**src/rtl/multi_issue_inst_fifo_if.sv**
```systemverilog
// Handshake bundle between fetch (master) and the multi-lane instruction FIFO (slave).
// Lane 0 is always the oldest instruction on both the enqueue and dequeue sides.
interface multi_issue_inst_fifo_if #(
   parameter int DATA_W = 32,
   parameter int DEPTH  = 8,
   parameter int ENQ_W  = 2,
   parameter int DEQ_W  = 2
);
   localparam int CNT_W = $clog2(DEPTH + 1);

   logic [ENQ_W-1:0]        io_enqueue_valid;
   logic [ENQ_W*DATA_W-1:0] io_enqueue_bits;
   logic                    io_readyForEnqueue;
   logic [DEQ_W-1:0]        io_dequeue_ready;
   logic [DEQ_W-1:0]        io_dequeue_valid;
   logic [DEQ_W*DATA_W-1:0] io_dequeue_bits;
   logic [CNT_W-1:0]        io_count;

   modport slave (
      input  io_enqueue_valid,
      input  io_enqueue_bits,
      input  io_dequeue_ready,
      output io_readyForEnqueue,
      output io_dequeue_valid,
      output io_dequeue_bits,
      output io_count
   );

   modport master (
      output io_enqueue_valid,
      output io_enqueue_bits,
      output io_dequeue_ready,
      input  io_readyForEnqueue,
      input  io_dequeue_valid,
      input  io_dequeue_bits,
      input  io_count
   );
endinterface

```
**src/rtl/multi_issue_inst_fifo.sv**
```systemverilog
// Multi-lane instruction FIFO between fetch and decode.
// Accepts up to ENQ_W in-order instructions per cycle (all-or-nothing, gated by the
// registered occupancy) and presents the DEQ_W oldest entries to decode.
// All outputs depend on registered state only; there is no same-cycle bypass.
// Optional feature macro: INST_FIFO_FLUSH_EN adds io_flush, which empties the queue
// (pointers and count) without clearing storage.
module multi_issue_inst_fifo #(
   parameter int DATA_W = 32,
   parameter int DEPTH  = 8,
   parameter int ENQ_W  = 2,
   parameter int DEQ_W  = 2
) (
   input logic                    clock,
   input logic                    reset,
   multi_issue_inst_fifo_if.slave io
`ifdef INST_FIFO_FLUSH_EN
   ,
   input logic                    io_flush
`endif
);
   localparam int PTR_W = $clog2(DEPTH);
   localparam int CNT_W = $clog2(DEPTH + 1);
   // Highest occupancy at which a full ENQ_W-wide group still fits.
   localparam logic [CNT_W-1:0] ENQ_LIMIT = CNT_W'(DEPTH - ENQ_W);

   logic [DATA_W-1:0] mem_q [DEPTH];
   logic [PTR_W-1:0]  head_q, head_d;
   logic [PTR_W-1:0]  tail_q, tail_d;
   logic [CNT_W-1:0]  count_q, count_d;
   logic [CNT_W-1:0]  n_enq_s, n_acc_s, n_deq_s;
   logic              ready_s;
   logic [DEQ_W-1:0]  deq_valid_s;
   logic [DEQ_W-1:0]  deq_fire_s;

   // Enqueue readiness and thermometer-coded dequeue valids from the registered count.
   always_comb begin
      ready_s = (count_q <= ENQ_LIMIT);
      deq_valid_s = '0;
      for (int i = 0; i < DEQ_W; i++) begin
         deq_valid_s[i] = (count_q > CNT_W'(i));
      end
   end

   // Dequeue payloads read from head onward; invalid lanes are forced to zero.
   always_comb begin
      io.io_dequeue_bits = '0;
      for (int i = 0; i < DEQ_W; i++) begin
         if (deq_valid_s[i]) begin
            io.io_dequeue_bits[i*DATA_W +: DATA_W] = mem_q[head_q + PTR_W'(i)];
         end else begin
            io.io_dequeue_bits[i*DATA_W +: DATA_W] = '0;
         end
      end
   end

   // Count leading contiguous valid enqueue lanes; lanes past the first gap are ignored.
   always_comb begin
      logic run;
      run     = 1'b1;
      n_enq_s = '0;
      for (int i = 0; i < ENQ_W; i++) begin
         if (run && io.io_enqueue_valid[i]) begin
            n_enq_s = n_enq_s + CNT_W'(1);
         end else begin
            run = 1'b0;
         end
      end
      n_acc_s = ready_s ? n_enq_s : '0;
   end

   // Count leading contiguous dequeue handshakes (ready and valid) starting at lane 0.
   always_comb begin
      logic run;
      run        = 1'b1;
      n_deq_s    = '0;
      deq_fire_s = io.io_dequeue_ready & deq_valid_s;
      for (int i = 0; i < DEQ_W; i++) begin
         if (run && deq_fire_s[i]) begin
            n_deq_s = n_deq_s + CNT_W'(1);
         end else begin
            run = 1'b0;
         end
      end
   end

   // Next pointer/count values; pointers wrap naturally since DEPTH is a power of two.
   always_comb begin
      head_d  = head_q + PTR_W'(n_deq_s);
      tail_d  = tail_q + PTR_W'(n_acc_s);
      count_d = count_q + n_acc_s - n_deq_s;
   end

   // State update: reset beats flush, flush beats any same-cycle enqueue/dequeue.
   always_ff @(posedge clock) begin
      if (reset) begin
         head_q  <= '0;
         tail_q  <= '0;
         count_q <= '0;
         for (int i = 0; i < DEPTH; i++) begin
            mem_q[i] <= '0;
         end
`ifdef INST_FIFO_FLUSH_EN
      end else if (io_flush) begin
         head_q  <= '0;
         tail_q  <= '0;
         count_q <= '0;
`endif
      end else begin
         head_q  <= head_d;
         tail_q  <= tail_d;
         count_q <= count_d;
         for (int i = 0; i < ENQ_W; i++) begin
            if (CNT_W'(i) < n_acc_s) begin
               mem_q[tail_q + PTR_W'(i)] <= io.io_enqueue_bits[i*DATA_W +: DATA_W];
            end
         end
      end
   end

   assign io.io_readyForEnqueue = ready_s;
   assign io.io_dequeue_valid   = deq_valid_s;
   assign io.io_count           = count_q;

endmodule
```
**src/flat_wrapper.sv**
```systemverilog
// flat-port wrapper written by rule: the top's interface ports become plain ports
module multi_issue_inst_fifo_flat 
#(
   parameter int DATA_W = 32,
   parameter int DEPTH  = 8,
   parameter int ENQ_W  = 2,
   parameter int DEQ_W  = 2
)
  (clock, reset, io_io_enqueue_valid, io_io_enqueue_bits, io_io_dequeue_ready, io_io_readyForEnqueue, io_io_dequeue_valid, io_io_dequeue_bits, io_io_count);
  multi_issue_inst_fifo_if #(.DATA_W(DATA_W), .DEPTH(DEPTH), .ENQ_W(ENQ_W), .DEQ_W(DEQ_W)) io_i ();
  input logic clock;
  input logic reset;
  input wire logic [$bits(io_i.io_enqueue_valid)-1:0] io_io_enqueue_valid;
  input wire logic [$bits(io_i.io_enqueue_bits)-1:0] io_io_enqueue_bits;
  input wire logic [$bits(io_i.io_dequeue_ready)-1:0] io_io_dequeue_ready;
  output wire logic [$bits(io_i.io_readyForEnqueue)-1:0] io_io_readyForEnqueue;
  output wire logic [$bits(io_i.io_dequeue_valid)-1:0] io_io_dequeue_valid;
  output wire logic [$bits(io_i.io_dequeue_bits)-1:0] io_io_dequeue_bits;
  output wire logic [$bits(io_i.io_count)-1:0] io_io_count;
  assign io_i.io_enqueue_valid = io_io_enqueue_valid;
  assign io_i.io_enqueue_bits = io_io_enqueue_bits;
  assign io_i.io_dequeue_ready = io_io_dequeue_ready;
  assign io_io_readyForEnqueue = io_i.io_readyForEnqueue;
  assign io_io_dequeue_valid = io_i.io_dequeue_valid;
  assign io_io_dequeue_bits = io_i.io_dequeue_bits;
  assign io_io_count = io_i.io_count;
  multi_issue_inst_fifo #(.DATA_W(DATA_W), .DEPTH(DEPTH), .ENQ_W(ENQ_W), .DEQ_W(DEQ_W)) u_core (.clock(clock), .reset(reset), .io(io_i));
endmodule
```
**config.mk**
```make
export PLATFORM = sky130hd
export DESIGN_NAME = multi_issue_inst_fifo_flat
export DESIGN_NICKNAME = d
export VERILOG_FILES = /design/src/rtl/multi_issue_inst_fifo_if.sv /design/src/rtl/multi_issue_inst_fifo.sv /design/src/flat_wrapper.sv
export SDC_FILE = /design/constraint.sdc
export NUM_CORES = 1
export LEC_CHECK = 0
export CAP_MARGIN = 20
export CORE_MARGIN = 2
export CORE_UTILIZATION = 30
export CTS_CLUSTER_DIAMETER = 40
export DETAILED_ROUTE_END_ITERATION = 7
export HOLD_SLACK_MARGIN = 0.08
export PLACE_DENSITY = 0.58
export SYNTH_ARGS = -nofsm -noshare
export SYNTH_HDL_FRONTEND = slang
export SYNTH_SLANG_ARGS = --single-unit
```
**constraint.sdc**
```tcl
create_clock -name clock -period 4.6 [get_ports clock]
set_input_delay 1.38 -clock clock [delete_from_list [all_inputs] [get_ports clock]]
set_output_delay 1.38 -clock clock [all_outputs]
set_load 0.05 [all_outputs]
```
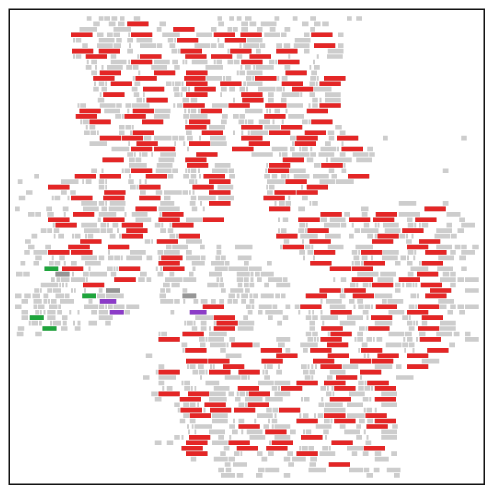
**Above:** run 1 (where the registers sit).
(2 px per micron) Other sequential cells in the stronger gray, the rest of the logic in the fainter gray.
green -> u_core.io.io_count  # flops 4
red -> u_core.mem_q  # flops 256
purple -> u_core.head_q  # flops 3
not colored = 3

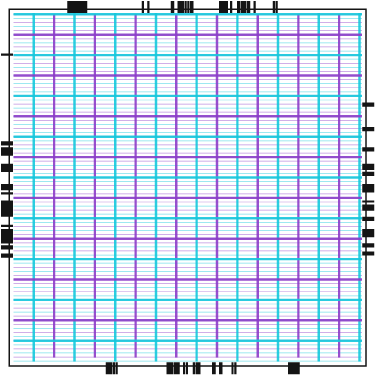
**Above:** run 1 (floorplan with the power grid).
(1.5 px per micron) Pins as bars on the die edge.
cyan -> VSS
purple -> VDD
rows = 85
met1 rails = 86
met4 straps = 17

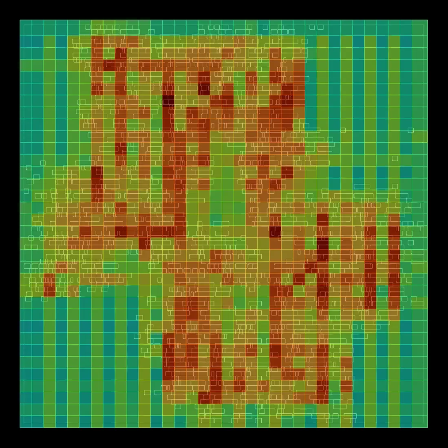
**Above:** run 1 (congestion heat map).
WL/cell: 28.1 microns
met1 global-route usage: 26.6%
global route hottest layer: met2
met2 usage: 32.9%

==> reports/summary.txt, run 1 <==
Status: finished, final reports clean
Number of enable flip-flop cells: 256
Post-route ant nets: 0
Unrepaired setup endpoints after global routing: false
Setup Viol. Count Final: 0
CTS Hold Bufs: 0
Dpl hpwl: 32700 microns
Setup ws final: 0.189 ns
FILL cells: 5061
YS chip area: 0.0163 sq mm
Log Warnings: 31
CTS Buf Count: 49
Crit path launch type: flip-flop
DRT Pass-1 Iters: 5
Chip area: 0.0561 sq mm
CTS max path bufs: 3
Cell Type Count: 36
Crit. End Element: output port
Max-Cap Viols: 0
Die W: 237 microns
Logic area: 0.00752 sq mm
Relative slew slack: 25.4%
Lkg Pwr: 6.40 nW
FP Core Util: 30.3%
Fin. max-slew vios: 0
First-pass GRT wire length: 84600 microns
Top area cell types: edfxtp_1 47%, mux4_2 18%, a32oi_1 14%, nor2_1 6.0%, a22o_1 3.4%
Share of the synthesized area in the top cell type: 47.3%
Least-Margin Pin Slew: 1.11 ns
Total placed instance area: 0.0183 sq mm
Post-Synthesis Cell Area: 0.0163 sq mm
Final Net Count: 1390
Hold Path Class: flip-flop to flip-flop
Die Y: 237 microns
Final hold viol count: 0
Dominant register cell: edfxtp_1
YS warnings: 0
Mapped Nets: 1369
Post-synthesis sequential area ratio: 48.5%
Io pins: 141
# DRC: 0
Cell taking the most area after synthesis: edfxtp_1
Clock latency on the worst-skew pair: 0.59 ns
run 1: where the power goes:
| part | switching [mW] | internal [mW] | total, mW |
|---|---|---|---|
| Sequential | 0.192 | 2.89 | 3.09 |
| Clock | 1.37 | 2.36 | 3.74 |
| Combinational | 3.96 | 2.57 | 6.53 |
| Total | 5.52 | 7.83 | 13.4 |
run 1: worst max-delay path: stages, from the launching register on:
cell and delay (ns):
dfxtp_1 0.38, inv_1 0.10, ha_1 0.21, or3b_1 0.27
and2_4 0.62, a22o_1 0.31, dlygate4sd2_1 0.55
run 1: state kept, by name, summed over array words and instances (netlist names):
register            flops
u_core.head_q           3
u_core.mem_q          256
u_core.io.io_count      4
u_core.tail_q           3
run 1: Yosys cell counts, types with 2 or more instances:
| cell type | number |
|---|---|
| nor2_1 | 261 |
| a32oi_1 | 256 |
| edfxtp_1 | 256 |
| mux4_2 | 128 |
| clkbuf_1 | 99 |
| a22o_1 | 64 |
| buf_2 | 56 |
| buf_1 | 52 |
| a21oi_1 | 12 |
| ha_1 | 11 |
| dfxtp_1 | 10 |
| buf_4 | 8 |
| buf_6 | 8 |
| inv_1 | 8 |
| o21bai_1 | 8 |
| nor2b_1 | 7 |
| and3b_1 | 5 |
| and3_1 | 4 |
| fa_1 | 4 |
| nand2_1 | 4 |
| nor3b_2 | 4 |
| xnor2_1 | 3 |
| a21o_1 | 2 |
| xor2_1 | 2 |
run 1: worst paths after layout:
kind / depth (start not counted) / to / slack, ns / start
hold / removal: 2 / u_core.head_q[2] / 0.62 / u_core.head_q[2]
setup reg to reg: 6 / u_core.mem_q[4][13] / 1.44 / u_core.tail_q[0]
setup / recovery: 6 / io_io_dequeue_bits[16] / 0.19 / u_core.io.io_count[3]
hold reg to reg: 2 / u_core.head_q[2] / 0.62 / u_core.head_q[2]
run 1: cells by family after synthesis:
family	synth area share, %
AOI/OAI and AO/OA	18.2
xor gates and xnor gates	0.369
adders and majority gates	1.34
buffers and inverters	6.40
DFF	48.5
muxes	17.8
and+or+nand+nor	7.40
run 1: per-layer routing:
| metal | track usage [%] | part of all wire, % | wire (microns) |
|---|---|---|---|
| met4 | 6.64 | 2.7 | 1570 |
| met5 | 0 | 0.047 | 27 |
| met1 | 26.6 | 40 | 22900 |
| met3 | 4.60 | 9.5 | 5490 |
| met2 | 32.9 | 48 | 27500 |
run 1: final cells by class:
cell class                      instances  share of cell area (%)
Clock inverter                         37                    2.13
Inverter                                8                   0.150
Sequential cell                       266                    39.5
Tap cell                              696                    4.36
Antenna cell                            5                  0.0626
Multi-Input combinational cell        785                    37.6
Clock buffer                           55                    6.35
Timing Repair Buffer                  195                    9.83
run 1: timing repair:
action | CTS | global route
buffers inserted | 0 | 0
gates resized | 28 | 0
setup endpoints to repair | 28 | 0
==> inputs of run 2 (changes only) <==
- HOLD_SLACK_MARGIN: 0.08 -> 0.03
- TNS_END_PERCENT: default -> 10
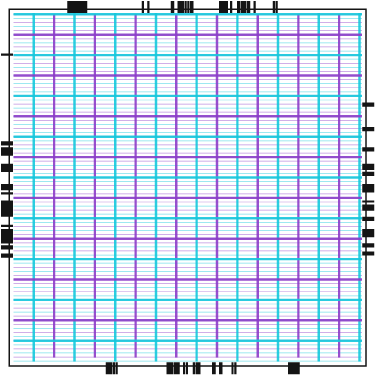
**Above:** run 2 (floorplan with the power grid).
(1.5 px per micron) Pins as bars on the die edge.
purple -> VDD
cyan -> VSS
met4 straps = 17
met5 straps = 17

==> run 2 against run 1 <==
  * Die size did not move
  * Flip-flop count did not move
  * Synthesized cell count unchanged
  * Count of clock-buffer cells in the layout stayed put
  * Highest routed layer unchanged
==> reports/summary.txt, run 2 <==
Status: finished, final reports clean
Unrepaired setup endpoints after global routing: false
Crit. End Element: output port
CTS max path bufs: 3 (unchanged)
Setup ws final: 0.189 ns (unchanged)
Cell taking the most area after synthesis: edfxtp_1
YS chip area: 0.0163 sq mm (unchanged)
YS warnings: 0 (unchanged)
Share of the synthesized area in the top cell type: 47.3% (unchanged)
First-pass GRT wire length: 84600 microns (unchanged)
Post-Synthesis Cell Area: 0.0163 sq mm (unchanged)
DRT Pass-1 Iters: 5 (unchanged)
Internal power: 7.83 mW (unchanged)
Synth Instances: 1284
Post-synthesis sequential area ratio: 48.5% (unchanged)
Final Net Count: 1390 (unchanged)
Buf/Inv on CP: 2 (unchanged)
Top area cell types: edfxtp_1 47%, mux4_2 18%, a32oi_1 14%, nor2_1 6.0%, a22o_1 3.4%
Sequential share of power: 23.1% (about the same)
Clock latency on the worst-skew pair: 0.59 ns (about the same)
Finished Core Util: 37.2%
Max-Cap Viols: 0 (unchanged)
Die W: 237 microns (unchanged)
Delay-heaviest family, CP: simple AND/OR/NAND/NOR gates
Crit path launch type: flip-flop
Clock power frac: 28.0% (about the same)
Dpl hpwl: 32700 microns (unchanged)
Logic pwr share: 48.9% (about the same)
Mapped Nets: 1369 (unchanged)
Die Y: 237 microns (unchanged)
Relative slew slack: 25.4% (unchanged)
# DRC: 0 (unchanged)
Dominant register cell: edfxtp_1
Final hold viol count: 0 (unchanged)
Final Wtd Congestion: 0.800
Post-route ant nets: 0 (unchanged)
Max reg flops: 256 (unchanged)
Largest Register: u_core.mem_q
Slowest stage delay, CP: 0.62 ns (about the same)
Setup Viol. Count Final: 0 (unchanged)
Final Non-Filler Cells: 2047
CTS Buf Count: 49 (unchanged)
FILL cells: 5061 (unchanged)
Cell Type Count: 36 (unchanged)
Io pins: 141 (unchanged)
Vias: 12784
Switching Fraction: 41.4% (unchanged)
Crit path cell chain: inv_1, ha_1, or3b_1, and2_4, a22o_1, dlygate4sd2_1
Least-Margin Pin Slew: 1.11 ns (unchanged)
## run 2: kinds of logic (layout without fill, tap and decap cells)
group,after synthesis,in the layout,share of synthesized area (%)
AOI/OAI and AO/OA,344,344,18.2
xor gates and xnor gates,6,6,0.369
adders and majority gates,15,15,1.34
buffers and inverters,233,295,6.40
DFF,266,266,48.5
muxes,129,129,17.8
other,0,5,0
and+or+nand+nor,291,291,7.40
## run 2: worst min-delay path: stages (launching register included)
cell     delay [ns]
dfxtp_1        0.37
xnor2_1        0.17
nor2_1         0.04
## run 2: final cells by class
type	count	area, sq um	area share (%)
multi-input combinational	785	7520	37.6
clock buffer	55	1270	6.35
clock inverter	37	425	2.13
tap	696	871	4.36
sequential	266	7900	39.5
inverter	8	30.0	0.150
timing repair buffer	195	1960	9.83
antenna	5	12.5	0.0626
## run 2: layer usage
metal,global-route usage (%),wire length (microns),up-vias
met2,32.9,27500,793
met4,6.64,1570,4
met3,4.60,5490,127
met5,0,27,-
li1,-,-,5339
met1,26.6,22900,6521
## run 2: repair_timing
action | 4_1_cts | 5_1_grt
hold buffers | 0 | 0
setup endpoints to repair | 28 | 0
gates resized | 28 | 0
setup buffers | 0 | 0
## run 2: final timing paths
check                             start                     end  slack (ns)  depth (start not counted)
setup / recovery  u_core.io.io_count[3]  io_io_dequeue_bits[16]        0.19                          6
hold / removal         u_core.head_q[2]        u_core.head_q[2]        0.62                          2
setup reg to reg       u_core.tail_q[0]     u_core.mem_q[4][13]        1.44                          6
hold reg to reg        u_core.head_q[2]        u_core.head_q[2]        0.62                          2
## run 2: power by group through the flow
stage	Combinational [mW]	Clock (mW)	Sequential [mW]
floorplan	4.54	0	3.06
global placement	6.62	0	3.11
detailed placement	6.63	0	3.13
CTS	6.55	3.77	3.08
global route	6.83	3.89	3.11
finish	6.53	3.74	3.09
Power figures rest on the tool's default switching activity, not on a simulated workload.
